<file path="src/rtl/mem_data_interface_pkg.sv">
// -----------------------------------------------------------------------------
// mem_data_interface_pkg
//   Shared types and defaults for the memory-side datapath stage.
//   - default widths / timeout
//   - mem_state_t : access sequencer state (IDLE / ACCESS)
//   - cnt_width() : width of the timeout counter for a given TIMEOUT
// -----------------------------------------------------------------------------
package mem_data_interface_pkg;

    localparam int DATA_W_DEF  = 32;
    localparam int ADDR_W_DEF  = 9;
    localparam int TIMEOUT_DEF = 16;

    typedef enum logic {
        IDLE   = 1'b0,
        ACCESS = 1'b1
    } mem_state_t;

    // Counter must be able to hold the value TIMEOUT itself.
    function automatic int cnt_width(input int timeout);
        return $clog2(timeout + 1);
    endfunction

    localparam int CNT_W_DEF = $clog2(TIMEOUT_DEF + 1);

endpackage

</file>
<file path="src/rtl/mem_data_interface_if.sv">
// -----------------------------------------------------------------------------
// mem_data_interface_if
//   Word-access bus between the datapath stage (master) and the RAM (slave).
//   Signals: mem_addr, mem_wdata, mem_req, mem_we (master -> RAM),
//            mem_rdata, mem_ack (RAM -> master).
//
//   Handshake: the master raises mem_req with mem_addr/mem_we/mem_wdata stable
//   and holds all of them until it samples mem_ack high on a rising edge. The
//   RAM answers with a single-cycle mem_ack; for reads mem_rdata is valid in
//   that same cycle. mem_req drops on the edge that samples mem_ack. The master
//   may withdraw mem_req without an ack (timeout); a late ack is then ignored.
// -----------------------------------------------------------------------------
interface mem_data_interface_if
    import mem_data_interface_pkg::*;
#(
    parameter int DATA_W = DATA_W_DEF,
    parameter int ADDR_W = ADDR_W_DEF
) ();

    logic [ADDR_W-1:0] mem_addr;
    logic [DATA_W-1:0] mem_wdata;
    logic              mem_req;
    logic              mem_we;
    logic [DATA_W-1:0] mem_rdata;
    logic              mem_ack;

    modport master (
        output mem_addr,
        output mem_wdata,
        output mem_req,
        output mem_we,
        input  mem_rdata,
        input  mem_ack
    );

    modport slave (
        input  mem_addr,
        input  mem_wdata,
        input  mem_req,
        input  mem_we,
        output mem_rdata,
        output mem_ack
    );

endinterface

</file>
<file path="src/rtl/mem_data_interface_reg_en.sv">
// -----------------------------------------------------------------------------
// mem_data_interface_reg_en
//   W-bit register with load enable and asynchronous active-low clear.
//   Ports: clk, clr_n (async clear to 0), en (load), d (data in), q (data out).
// -----------------------------------------------------------------------------
module mem_data_interface_reg_en #(
    parameter int W = 32
) (
    input  logic         clk,
    input  logic         clr_n,
    input  logic         en,
    input  logic [W-1:0] d,
    output logic [W-1:0] q
);

    logic [W-1:0] data_q;
    logic [W-1:0] data_d;

    always_comb begin
        data_d = data_q;
        if (en) begin
            data_d = d;
        end
    end

    always_ff @(posedge clk or negedge clr_n) begin
        if (!clr_n) begin
            data_q <= '0;
        end else begin
            data_q <= data_d;
        end
    end

    assign q = data_q;

endmodule

</file>
<file path="src/rtl/mem_data_interface.sv">
// -----------------------------------------------------------------------------
// mem_data_interface
//   Memory-side datapath stage. Holds MAR and MDR, loads them from the internal
//   bus while idle, and runs single word reads/writes to the RAM over the
//   req/ack bus with a cycle timeout.
//   Ports:
//     clk, clr_n          clock, asynchronous active-low reset
//     bus_in, MARin, MDRin  bus value and MAR/MDR load enables (idle only)
//     rd_start, wr_start  start a read (mem[MAR] -> MDR) / write (MDR -> mem[MAR])
//     mdr_out             MDR contents to the bus multiplexer
//     busy, done, err     access in progress / success pulse / sticky timeout
//     state_dbg           current sequencer state
//     mem                 master side of the RAM bus
// -----------------------------------------------------------------------------
module mem_data_interface
    import mem_data_interface_pkg::*;
#(
    parameter int DATA_W  = DATA_W_DEF,
    parameter int ADDR_W  = ADDR_W_DEF,
    parameter int TIMEOUT = TIMEOUT_DEF
) (
    input  logic              clk,
    input  logic              clr_n,
    input  logic [DATA_W-1:0] bus_in,
    input  logic              MARin,
    input  logic              MDRin,
    input  logic              rd_start,
    input  logic              wr_start,
    output logic [DATA_W-1:0] mdr_out,
    output logic              busy,
    output logic              done,
    output logic              err,
    output mem_state_t        state_dbg,
    mem_data_interface_if.master mem
);

    localparam int CNT_W = cnt_width(TIMEOUT);

    mem_state_t        state_q, state_d;
    logic [CNT_W-1:0]  cnt_q, cnt_d;
    logic              we_q, we_d;
    logic              done_q, done_d;
    logic              err_q, err_d;
    logic [ADDR_W-1:0] addr_q, addr_d;
    logic [DATA_W-1:0] wdata_q, wdata_d;

    logic [DATA_W-1:0] mar_q;
    logic [DATA_W-1:0] mdr_q;
    logic [DATA_W-1:0] mdr_din;
    logic              mar_en;
    logic              mdr_en;
    logic              timeout_hit;
    logic              mar_unused;

    // Last permitted ACCESS cycle: counter has seen TIMEOUT-1 ack-less edges.
    assign timeout_hit = (cnt_q == CNT_W'(TIMEOUT - 1));

    // ---------------------------------------------------------------- state reg
    always_ff @(posedge clk or negedge clr_n) begin
        if (!clr_n) begin
            state_q <= IDLE;
        end else begin
            state_q <= state_d;
        end
    end

    // -------------------------------------------------------------- next state
    always_comb begin
        state_d = state_q;
        case (state_q)
            IDLE: begin
                if (rd_start || wr_start) begin
                    state_d = ACCESS;
                end
            end
            ACCESS: begin
                if (mem.mem_ack || timeout_hit) begin
                    state_d = IDLE;
                end
            end
            default: state_d = IDLE;
        endcase
    end

    // ----------------------------------------------------------------- outputs
    always_comb begin
        cnt_d   = cnt_q;
        we_d    = we_q;
        addr_d  = addr_q;
        wdata_d = wdata_q;
        done_d  = 1'b0;
        err_d   = err_q;
        mar_en  = 1'b0;
        mdr_en  = 1'b0;
        mdr_din = bus_in;
        case (state_q)
            IDLE: begin
                mar_en = MARin;
                mdr_en = MDRin;
                if (rd_start || wr_start) begin
                    // Address/data snapshot the current MAR/MDR, so a load on
                    // the same edge only affects later accesses. Read wins.
                    cnt_d   = '0;
                    we_d    = ~rd_start;
                    addr_d  = mar_q[ADDR_W-1:0];
                    wdata_d = mdr_q;
                    err_d   = 1'b0;
                end
            end
            ACCESS: begin
                cnt_d = cnt_q + CNT_W'(1);
                if (mem.mem_ack) begin
                    done_d = 1'b1;
                    if (!we_q) begin
                        mdr_en  = 1'b1;
                        mdr_din = mem.mem_rdata;
                    end
                end else if (timeout_hit) begin
                    err_d = 1'b1;
                end
            end
            default: ;
        endcase
    end

    always_ff @(posedge clk or negedge clr_n) begin
        if (!clr_n) begin
            cnt_q   <= '0;
            we_q    <= 1'b0;
            addr_q  <= '0;
            wdata_q <= '0;
            done_q  <= 1'b0;
            err_q   <= 1'b0;
        end else begin
            cnt_q   <= cnt_d;
            we_q    <= we_d;
            addr_q  <= addr_d;
            wdata_q <= wdata_d;
            done_q  <= done_d;
            err_q   <= err_d;
        end
    end

    // ----------------------------------------------------------- MAR / MDR
    mem_data_interface_reg_en #(.W(DATA_W)) u_mar (
        .clk   (clk),
        .clr_n (clr_n),
        .en    (mar_en),
        .d     (bus_in),
        .q     (mar_q)
    );

    mem_data_interface_reg_en #(.W(DATA_W)) u_mdr (
        .clk   (clk),
        .clr_n (clr_n),
        .en    (mdr_en),
        .d     (mdr_din),
        .q     (mdr_q)
    );

    // Upper MAR bits are held but never reach the RAM address.
    assign mar_unused = ^mar_q[DATA_W-1:ADDR_W];

    // mem_req follows the state flop directly so reset withdraws it at once.
    assign mem.mem_req   = (state_q == ACCESS);
    assign mem.mem_we    = we_q;
    assign mem.mem_addr  = addr_q;
    assign mem.mem_wdata = wdata_q;

    assign busy      = (state_q != IDLE);
    assign done      = done_q;
    assign err       = err_q;
    assign mdr_out   = mdr_q;
    assign state_dbg = state_q;

endmodule

</file>
<file path="src/flat_wrapper.sv">
// flat-port wrapper written by rule: the top's interface ports become plain ports
module mem_data_interface_flat import mem_data_interface_pkg::*;
#(
    parameter int DATA_W  = DATA_W_DEF,
    parameter int ADDR_W  = ADDR_W_DEF,
    parameter int TIMEOUT = TIMEOUT_DEF
)
  (clk, clr_n, bus_in, MARin, MDRin, rd_start, wr_start, mdr_out, busy, done, err, state_dbg, mem_mem_addr, mem_mem_wdata, mem_mem_req, mem_mem_we, mem_mem_rdata, mem_mem_ack);
  mem_data_interface_if #(.DATA_W(DATA_W), .ADDR_W(ADDR_W)) mem_i ();
  input  logic clk;
  input  logic clr_n;
  input  logic [DATA_W-1:0] bus_in;
  input  logic MARin;
  input  logic MDRin;
  input  logic rd_start;
  input  logic wr_start;
  output logic [DATA_W-1:0] mdr_out;
  output logic busy;
  output logic done;
  output logic err;
  output mem_state_t state_dbg;
  output wire logic [$bits(mem_i.mem_addr)-1:0] mem_mem_addr;
  output wire logic [$bits(mem_i.mem_wdata)-1:0] mem_mem_wdata;
  output wire logic [$bits(mem_i.mem_req)-1:0] mem_mem_req;
  output wire logic [$bits(mem_i.mem_we)-1:0] mem_mem_we;
  input wire logic [$bits(mem_i.mem_rdata)-1:0] mem_mem_rdata;
  input wire logic [$bits(mem_i.mem_ack)-1:0] mem_mem_ack;
  assign mem_mem_addr = mem_i.mem_addr;
  assign mem_mem_wdata = mem_i.mem_wdata;
  assign mem_mem_req = mem_i.mem_req;
  assign mem_mem_we = mem_i.mem_we;
  assign mem_i.mem_rdata = mem_mem_rdata;
  assign mem_i.mem_ack = mem_mem_ack;
  mem_data_interface #(.DATA_W(DATA_W), .ADDR_W(ADDR_W), .TIMEOUT(TIMEOUT)) u_core (.clk(clk), .clr_n(clr_n), .bus_in(bus_in), .MARin(MARin), .MDRin(MDRin), .rd_start(rd_start), .wr_start(wr_start), .mdr_out(mdr_out), .busy(busy), .done(done), .err(err), .state_dbg(state_dbg), .mem(mem_i));
endmodule
</file>
<file path="config.mk">
export PLATFORM = sky130hd
export DESIGN_NAME = mem_data_interface_flat
export DESIGN_NICKNAME = d
export VERILOG_FILES = /design/src/rtl/mem_data_interface_pkg.sv /design/src/rtl/mem_data_interface_if.sv /design/src/rtl/mem_data_interface_reg_en.sv /design/src/rtl/mem_data_interface.sv /design/src/flat_wrapper.sv
export SDC_FILE = /design/constraint.sdc
export NUM_CORES = 1
export LEC_CHECK = 0
export ABC_AREA = 1
export CAP_MARGIN = 20
export CORE_MARGIN = 1
export CORE_UTILIZATION = 41
export DETAILED_ROUTE_END_ITERATION = 10
export GPL_ROUTABILITY_DRIVEN = 1
export PLACE_DENSITY = 0.84
export SYNTH_ARGS = -nofsm -noshare
export SYNTH_HDL_FRONTEND = slang
export SYNTH_SLANG_ARGS = --single-unit
</file>
<file path="constraint.sdc">
create_clock -name clk -period 1.1 [get_ports clk]
set_input_delay 0.22 -clock clk [delete_from_list [all_inputs] [get_ports clk]]
set_output_delay 0.22 -clock clk [all_outputs]
set_load 0.005 [all_outputs]
</file>
Figure 1. Floorplan with the power grid.
Drawn at 4 px/um. Pins as bars on the die edge.
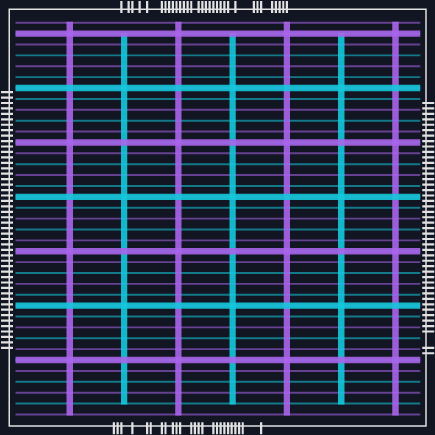
cyan -> VDD
purple -> VSS
met5 straps = 7
signal pins = 150
met1 rails = 37
met4 straps = 7

Figure 2. Clock wires, drivers and flops.
Drawn at 3 px/um.
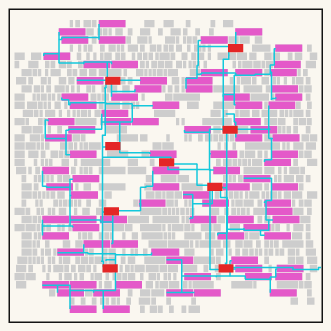
cyan -> clock wires  # length 1040 um
red -> cells driving clock nets  # count 9
magenta -> flip-flops  # count 91
routed clock nets = 10
flops lie = all over the die
final setup skew: 0.00892 ns
clock share of power: 0.123

Figure 3. Routed metal, one color a layer.
Drawn at 4 px/um.
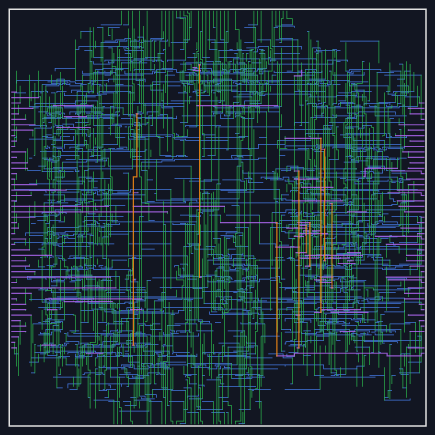
green -> met2  # wire length 7370 um
purple -> met3  # wire length 785 um
blue -> met1  # wire length 5600 um
orange -> met4  # wire length 299 um
gr usage total: 0.236
WL final: 14.1 mm

==> metrics.csv <==
stage,metric,value,unit
synthesis,flop_cell,dfrtp_1,
synthesis,post-synth-top-count-cell,nand2_1,
route,drt_iter0_drc,220,
synthesis,ys_cells,513,
global_routing,grt_pass1_wl,20.1,mm
pwr,peakVddDrop,0.907,mV
route,ant_nets,0,
synthesis,synthCells,513,
route,vias,4535,
synthesis,top_area_frac,0.536,
synthesis,edf_count,0,
timing,rsz0062_at_grt,true,
outcome,outcome,"complete, but fails checks",
die,die_y,104,um
die,ios,150,
die,initial_utilization,0.429,
worst_setup_path,start_kind,flop,
worst_setup_path,crit_type,flop to flop,
timing,holdWs,0.228,ns
synthesis,mux_share,0,
synthesis,synth_cell_types,21,
pwr,p_comb_frac,0.531,
cts,cts_root_buf,clkbuf_8,
timing,clock.fmax,785,MHz
cts,clkTransAtPathRegs,0.08,ns
pwr,sequentialPowerShare,0.345,
layout,antenna_cells,0,
pwr,pwr.group.clock,2.02,mW
pwr,top_power_group,combinational cells,
die,die_w,104,um
route,detail_route.vias_per_cell,5.03,
timing,relSlewSlack,0.745,
outcome,violations,setup timing,
global_routing,grt_overflow,0,
route,drcViolationCount,0,
synthesis,syn_avg_cell_area,8.29,um2
die,row_count,36,
layout,fillers,765,
timing,finalCriticalPeriod,1.27,ns
synthesis,ys_top_logic_family,simple AND/OR/NAND/NOR gates,
synthesis,ys_area,4250,um2
pwr,swShare,0.355,
cts,clkSinkCount,91,
synthesis,yosysWarnings,0,
cts,cts_made_buffers,9,
synthesis,synthAoiAreaFrac,0.0203,
timing,tightestPinTransition,0.382,ns
synthesis,synth.largest_area_cell,dfrtp_1,
cts,cts_tree,built,
route,wire_per_inst,15.6,um
synthesis,ys_sh_simple,0.342,
pwr,powerSeq,5.64,mW
global_routing,grt_antenna_before_repair,0,
global_routing,first_global_vias,4258,
timing,setup_violations,113,
pwr,power,16.3,mW
cts,clk_path_buf_depth,2,
synthesis,synth_nets,586,
placed_design,io_buffers,149,
layout,fin_nets,839,
job,stage_log_warnings,29,
synthesis,seq_area_frac_synth,0.536,
worst_setup_path,worstPathRequired,1.38,ns
worst_setup_path,cp.arrival,1.55,ns
synthesis,ys_top_cells_by_count,"nand2_1, nand3_1, dfrtp_1",
pwr,comb_cell_power,8.68,mW
timing,maxSlewViolCount,0,
synthesis,numSynthFlops,91,
synthesis,syn_area,4250,um2
worst_hold_path,hp-class,input pin to asynchronous set/reset pin,
layout,drive_gt1_frac,0.373,
synthesis,async_reset_ff_frac,1.00,
timing,worst_slack,-0.174,ns
route,drtPass1Iterations,4,
timing,hold_viol_final,0,
cts,worstSkewPairLatency,0.36,ns
die,dieArea,10800,um2
synthesis,fa_ha_area_frac,0.00589,
pwr,switching_power,5.80,mW
layout,area_growth,65.9,%
layout,design_area,7050,um2
die,core-area,9910,um2
worst_setup_path,end_kind,flop,
timing,fin_crit_sh,1.16,
placed_design,place_area,6280,um2
pwr,internal_power,10.5,mW
pwr,power_density,2320,nW/um2
pwr,leakage,3.82,nW
cts,h-tree-depth,3,
synthesis,yosys-top-cells-area,"dfrtp_1, nand2_1, nand3_1, inv_1, buf_6",
worst_setup_path,crit_path_max_fanout,5,
job,cap_violations,0,
placed_design,hpwl,8.42,mm
synthesis,xor_share,0,
placed_design,place.gp.congestion,0.837,
global_routing,grt_max_degree,52,
layout by cell type (no fill, tap or decap), types with 2 or more instances in the layout:
cell	n
nand2_1	182
buf_4	98
dfrtp_1	90
nand3_1	89
buf_2	79
clkdlybuf4s50_1	68
inv_1	35
nand3_2	22
nand2_2	20
buf_12	16
clkbuf_8	11
o21ai_1	8
nand3_4	6
a21oi_1	4
nor2_1	4
clkbuf_16	4
buf_6	4
nor2_4	3
clkinv_2	3
nand2_4	2
nand2_8	2
nor2_2	2
inv_6	2
buf_16	2
final timing paths:
| path | to | cells past startpoint | startpoint | slack [ns] |
|---|---|---|---|---|
| max in group asynchronous | u_core.u_mdr.q[12] | 3 | clr_n | 0.40 |
| min in group clk | u_core.done | 3 | mem_mem_ack | 0.34 |
| max | u_core.cnt_q[2] | 6 | u_core.busy | -0.17 |
| min | u_core.mem.mem_addr[2] | 2 | clr_n | 0.23 |
| max reg2reg | u_core.cnt_q[2] | 6 | u_core.busy | -0.17 |
| min reg2reg | u_core.mem.mem_wdata[23] | 2 | u_core.mem.mem_wdata[23] | 0.47 |
flip-flops by register name, summed over array words and instances (netlist names):
| register | count |
|---|---|
| u_core.done | 1 |
| u_core.u_mdr.q | 32 |
| u_core.cnt_q | 5 |
| u_core.u_mar.q | 9 |
| u_core.mem.mem_we | 1 |
| u_core.busy | 1 |
| u_core.err | 1 |
| u_core.mem.mem_wdata | 32 |
| u_core.mem.mem_addr | 9 |
cell families after synthesis:
logic type / count (synthesis)
simple gates: 332
fa+ha+maj: 2
buf+inv: 72
compound gates: 16
flops: 91
metal layers:
| layer | GRT usage | vias to the layer above | wire length [um] |
|---|---|---|---|
| li1 | - | 2140 | - |
| met4 | 0.0990 | 0 | 299 |
| met2 | 0.422 | 192 | 7370 |
| met3 | 0.0441 | 23 | 784 |
| met5 | 0 | - | 0 |
| met1 | 0.276 | 2180 | 5600 |
worst max-delay path, stage by stage, from the launching register on:
cell,delay [ns]
dfrtp_2,0.45
buf_12,0.17
buf_4,0.15
buf_8,0.12
nor2_4,0.15
nand2_1,0.07
o21ai_1,0.09
timing repair:
action                     CTS  global route
hold buffers                 1             0
cloned                       4             7
pin swaps                    4            10
setup endpoints to repair  169           167
resized                    336            58
setup buffers               31            26
hold endpoints to repair    91             0
area by class of cell:
| class | instances | area [um2] | share of cell area |
|---|---|---|---|
| Clock buffer | 11 | 151 | 0.0215 |
| Clock inverter | 3 | 15.0 | 0.00213 |
| Inverter | 37 | 160 | 0.0227 |
| Multi-Input combinational cell | 351 | 1870 | 0.265 |
| Sequential cell | 91 | 2280 | 0.323 |
| Tap cell | 133 | 166 | 0.0236 |
| Timing Repair Buffer | 275 | 2400 | 0.341 |
| Timing Repair inverter | 1 | 8.76 | 0.00124 |
through the flow:
step	std cells	utilization	setup TNS, ns	worst slack [ns]
final	902	0.712	-9.89	-0.174
after global routing	902	0.712	-16.75	-0.214
after global placement	820	0.634	-26.79	-0.394
after floorplan	513	-	-0.891	-0.0398
after detailed placement	820	0.634	-28.83	-0.463
after CTS	870	0.654	-14.36	-0.203
Power figures rest on the tool's default switching activity, not on a simulated workload.
